**Sequential cells colored by netlist name**

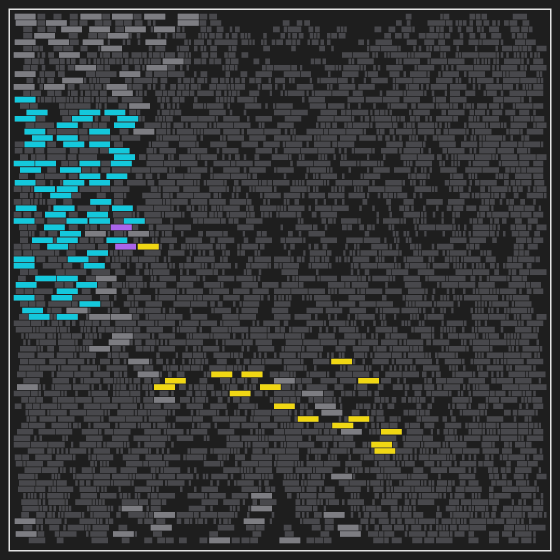
**Sizing map**

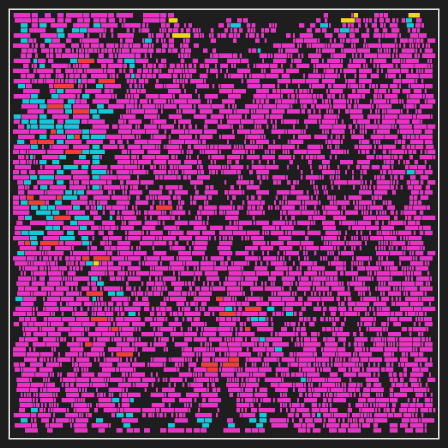
--- src/rtl/series_eval_engine.sv ---
// series_eval_engine: fixed-point odd-power series evaluator.
// Computes y = sum_k (-1)^k * c[k] * x^(2k+1), k = 0..TERMS-1, in signed
// Q1.(WIDTH-1) using a run-time-loadable coefficient bank.
// Optional feature macro: SERIES_SAT_EN (saturate the accumulator on overflow
// instead of wrapping; ovf is flagged either way).
module series_eval_engine #(
    parameter int WIDTH = 16,
    parameter int TERMS = 4
) (
    input  logic             clk,
    input  logic             rst,
    input  logic             start,
    input  logic [WIDTH-1:0] x,
    input  logic             coef_wr,
    input  logic [2:0]       coef_addr,
    input  logic [WIDTH-1:0] coef_data,
    output logic             busy,
    output logic             done,
    output logic [WIDTH-1:0] result,
    output logic             ovf
);

    localparam int KW = (TERMS > 1) ? $clog2(TERMS) : 1;

    typedef enum logic [1:0] {
        IDLE = 2'd0,
        SQR  = 2'd1,
        ACC  = 2'd2,
        DONE = 2'd3
    } state_t;

    state_t                  state_q, state_d;
    logic signed [WIDTH-1:0] xr_q, xr_d;
    logic signed [WIDTH-1:0] x2_q, x2_d;
    logic signed [WIDTH-1:0] pw_q, pw_d;
    logic signed [WIDTH-1:0] acc_q, acc_d;
    logic signed [WIDTH-1:0] result_q, result_d;
    logic                    ovf_q, ovf_d;
    logic [KW-1:0]           k_q, k_d;
    logic signed [WIDTH-1:0] c_q [TERMS];
    logic signed [WIDTH-1:0] c_d [TERMS];

    logic signed [WIDTH-1:0] term;
    logic signed [WIDTH:0]   sum_w;
    logic                    sum_ovf;
    logic signed [WIDTH-1:0] acc_step;
    logic                    last_term;

    // Q1.(WIDTH-1) multiply: full product, arithmetic shift, keep low WIDTH bits.
    // -1 x -1 wraps back to -1, which is the intended behaviour.
    function automatic logic signed [WIDTH-1:0] fx_mul(
        input logic signed [WIDTH-1:0] a,
        input logic signed [WIDTH-1:0] b
    );
        logic signed [2*WIDTH-1:0] p;
        p = a * b;
        p = p >>> (WIDTH - 1);
        return p[WIDTH-1:0];
    endfunction

    // Term datapath: one coefficient product and one add/sub per ACC cycle.
    always_comb begin
        term      = fx_mul(c_q[k_q], pw_q);
        // Even terms add, odd terms subtract; one guard bit catches overflow.
        if (k_q[0]) begin
            sum_w = {acc_q[WIDTH-1], acc_q} - {term[WIDTH-1], term};
        end else begin
            sum_w = {acc_q[WIDTH-1], acc_q} + {term[WIDTH-1], term};
        end
        sum_ovf   = sum_w[WIDTH] ^ sum_w[WIDTH-1];
        last_term = (k_q == KW'(TERMS - 1));
`ifdef SERIES_SAT_EN
        // Clamp toward the sign of the true (guard-bit) result.
        if (sum_ovf) begin
            acc_step = sum_w[WIDTH] ? {1'b1, {(WIDTH-1){1'b0}}}
                                    : {1'b0, {(WIDTH-1){1'b1}}};
        end else begin
            acc_step = sum_w[WIDTH-1:0];
        end
`else
        acc_step = sum_w[WIDTH-1:0];
`endif
    end

    // Controller: next state and datapath register updates.
    always_comb begin
        state_d  = state_q;
        xr_d     = xr_q;
        x2_d     = x2_q;
        pw_d     = pw_q;
        acc_d    = acc_q;
        result_d = result_q;
        ovf_d    = ovf_q;
        k_d      = k_q;
        case (state_q)
            IDLE: begin
                if (start) begin
                    xr_d    = x;
                    acc_d   = '0;
                    ovf_d   = 1'b0;
                    k_d     = '0;
                    state_d = SQR;
                end
            end
            SQR: begin
                x2_d    = fx_mul(xr_q, xr_q);
                pw_d    = xr_q;
                state_d = ACC;
            end
            ACC: begin
                acc_d = acc_step;
                if (sum_ovf) begin
                    ovf_d = 1'b1;
                end
                pw_d = fx_mul(pw_q, x2_q);
                k_d  = k_q + 1'b1;
                if (last_term) begin
                    result_d = acc_step;
                    state_d  = DONE;
                end
            end
            DONE: begin
                state_d = IDLE;
            end
            default: state_d = IDLE;
        endcase
    end

    // Coefficient bank: writable only while idle, out-of-range indices ignored.
    always_comb begin
        for (int i = 0; i < TERMS; i++) begin
            c_d[i] = c_q[i];
            if (coef_wr && (state_q == IDLE) && (int'(coef_addr) == i)) begin
                c_d[i] = coef_data;
            end
        end
    end

    // State and datapath registers; reset aborts any evaluation in flight.
    always_ff @(posedge clk or posedge rst) begin
        if (rst) begin
            state_q  <= IDLE;
            xr_q     <= '0;
            x2_q     <= '0;
            pw_q     <= '0;
            acc_q    <= '0;
            result_q <= '0;
            ovf_q    <= 1'b0;
            k_q      <= '0;
            for (int i = 0; i < TERMS; i++) begin
                c_q[i] <= '0;
            end
        end else begin
            state_q  <= state_d;
            xr_q     <= xr_d;
            x2_q     <= x2_d;
            pw_q     <= pw_d;
            acc_q    <= acc_d;
            result_q <= result_d;
            ovf_q    <= ovf_d;
            k_q      <= k_d;
            for (int i = 0; i < TERMS; i++) begin
                c_q[i] <= c_d[i];
            end
        end
    end

    assign busy   = (state_q != IDLE);
    assign done   = (state_q == DONE);
    assign result = result_q;
    assign ovf    = ovf_q;

endmodule

--- config.mk ---
export PLATFORM = sky130hd
export DESIGN_NAME = series_eval_engine
export DESIGN_NICKNAME = d
export VERILOG_FILES = /design/src/rtl/series_eval_engine.sv
export SDC_FILE = /design/constraint.sdc
export NUM_CORES = 2
export LEC_CHECK = 0
export CAP_MARGIN = 20
export CORE_UTILIZATION = 66
export CTS_CLUSTER_DIAMETER = 60
export DETAILED_ROUTE_END_ITERATION = 10
export GPL_TIMING_DRIVEN = 0
export PLACE_DENSITY_LB_ADDON = 0.12
export SETUP_SLACK_MARGIN = 0.1
export SKIP_LAST_GASP = 1
export SLEW_MARGIN = 5
export SYNTH_ARGS = -nofsm -noshare
export SYNTH_HDL_FRONTEND = slang
export SYNTH_SLANG_ARGS = --single-unit
--- constraint.sdc ---
create_clock -name clk -period 13.7 [get_ports clk]
set_input_delay 2.74 -clock clk [delete_from_list [all_inputs] [get_ports clk]]
set_output_delay 2.74 -clock clk [all_outputs]
set_load 0.02 [all_outputs]
==> impl_metrics.tcl <==
# collected from the flow reports
set metrics [dict create \
    crit_end "ovf" \
    cts-htree-levels 4 \
    clock_buffers_created_by_tritoncts 17 \
    final.fill_count 3879 \
    track_usage_pct 35.7 \
    detail_route.wl_per_cell_um 20.4 \
    post_route_cells_drive_above_1_share_pct 5.08 \
    layout.cells.most_common_list "inv_1 (876), fa_1 (743), nand2_1 (389), ha_1 (259), and2_1 (257)" \
    dp_hpwl_mm 74.2 \
    yosys_most_used_dff "dfrtp_1" \
    ys_ff 149 \
    wl_met2_mm 41.8 \
    tapcell.inserted 680 \
    tritoncts_num_sinks 149 \
    fp_nets 4573 \
    max_stage_delay_ns 0.62 \
    final-seq-area_mm2 0.00373 \
    grt_max_degree 90 \
    max-clock-path-buffers 2 \
    seq_total_area_pct 10.3 \
    final_cells 4307 \
    crit_required_ns 14.05 \
    cp-startpoint "k_q[0]" \
    rows 83 \
    drt-met1-wl_mm 35.8 \
    fp_util_pct 66.8 \
    timing.final.max_slew_violations 0 \
    worst-endpoint-arrival_ns 12.37 \
    cts_post_setup_buffers_inserted 0 \
    outcome "finished, final reports clean" \
    post_cts_resize_count 0 \
    grt.met3_usage_pct 7.86 \
    synth_top_area_share_pct 43.4 \
    setup.worst_path.end_class "register" \
    yosysChipArea_mm2 0.0343 \
    cts_tree "built" \
    yosys_cells 3532 \
    gpl.final_weighted_congestion 0.963 \
    layout.comb_gates.multi_input 2364 \
    seq_area_frac_synth_pct 10.9 \
    async_flop_share_pct 100 \
    final_report_hold_violation_count 0 \
]
About 'sequential cells colored by netlist name':
signal	color	placed flops
pw_q	yellow	16
c_q	cyan	64
state_q	purple	2
not colored	67

About 'sizing map':
size	color	cells
_6 and larger	red	32
_2 cells	cyan	146
_3 and _4 cells	yellow	6
_0 and _1 cells	magenta	3440

-- worst min-delay path by stage --
stage | start | end | slack (ns) | cells past startpoint
2_1_floorplan | acc_q[0] | acc_q[0] | 0.45 | 2
3_3_place_gp | result[0] | result[0] | 0.46 | 2
3_5_place_dp | acc_q[0] | acc_q[0] | 0.47 | 2
4_1_cts | acc_q[0] | acc_q[0] | 0.49 | 2
5_1_grt | result[0] | result[0] | 0.51 | 2
6_report | acc_q[0] | acc_q[0] | 0.49 | 2
-- kinds of logic (layout without fill, tap and decap cells) --
logic type / after synthesis / count (layout)
xor+xnor: 110 / 110
flops: 149 / 149
fa+ha+maj: 1002 / 1002
mux: 136 / 136
simple gates: 884 / 884
other cells: 0 / 3
compound gates: 232 / 232
buf+inv: 1019 / 1111
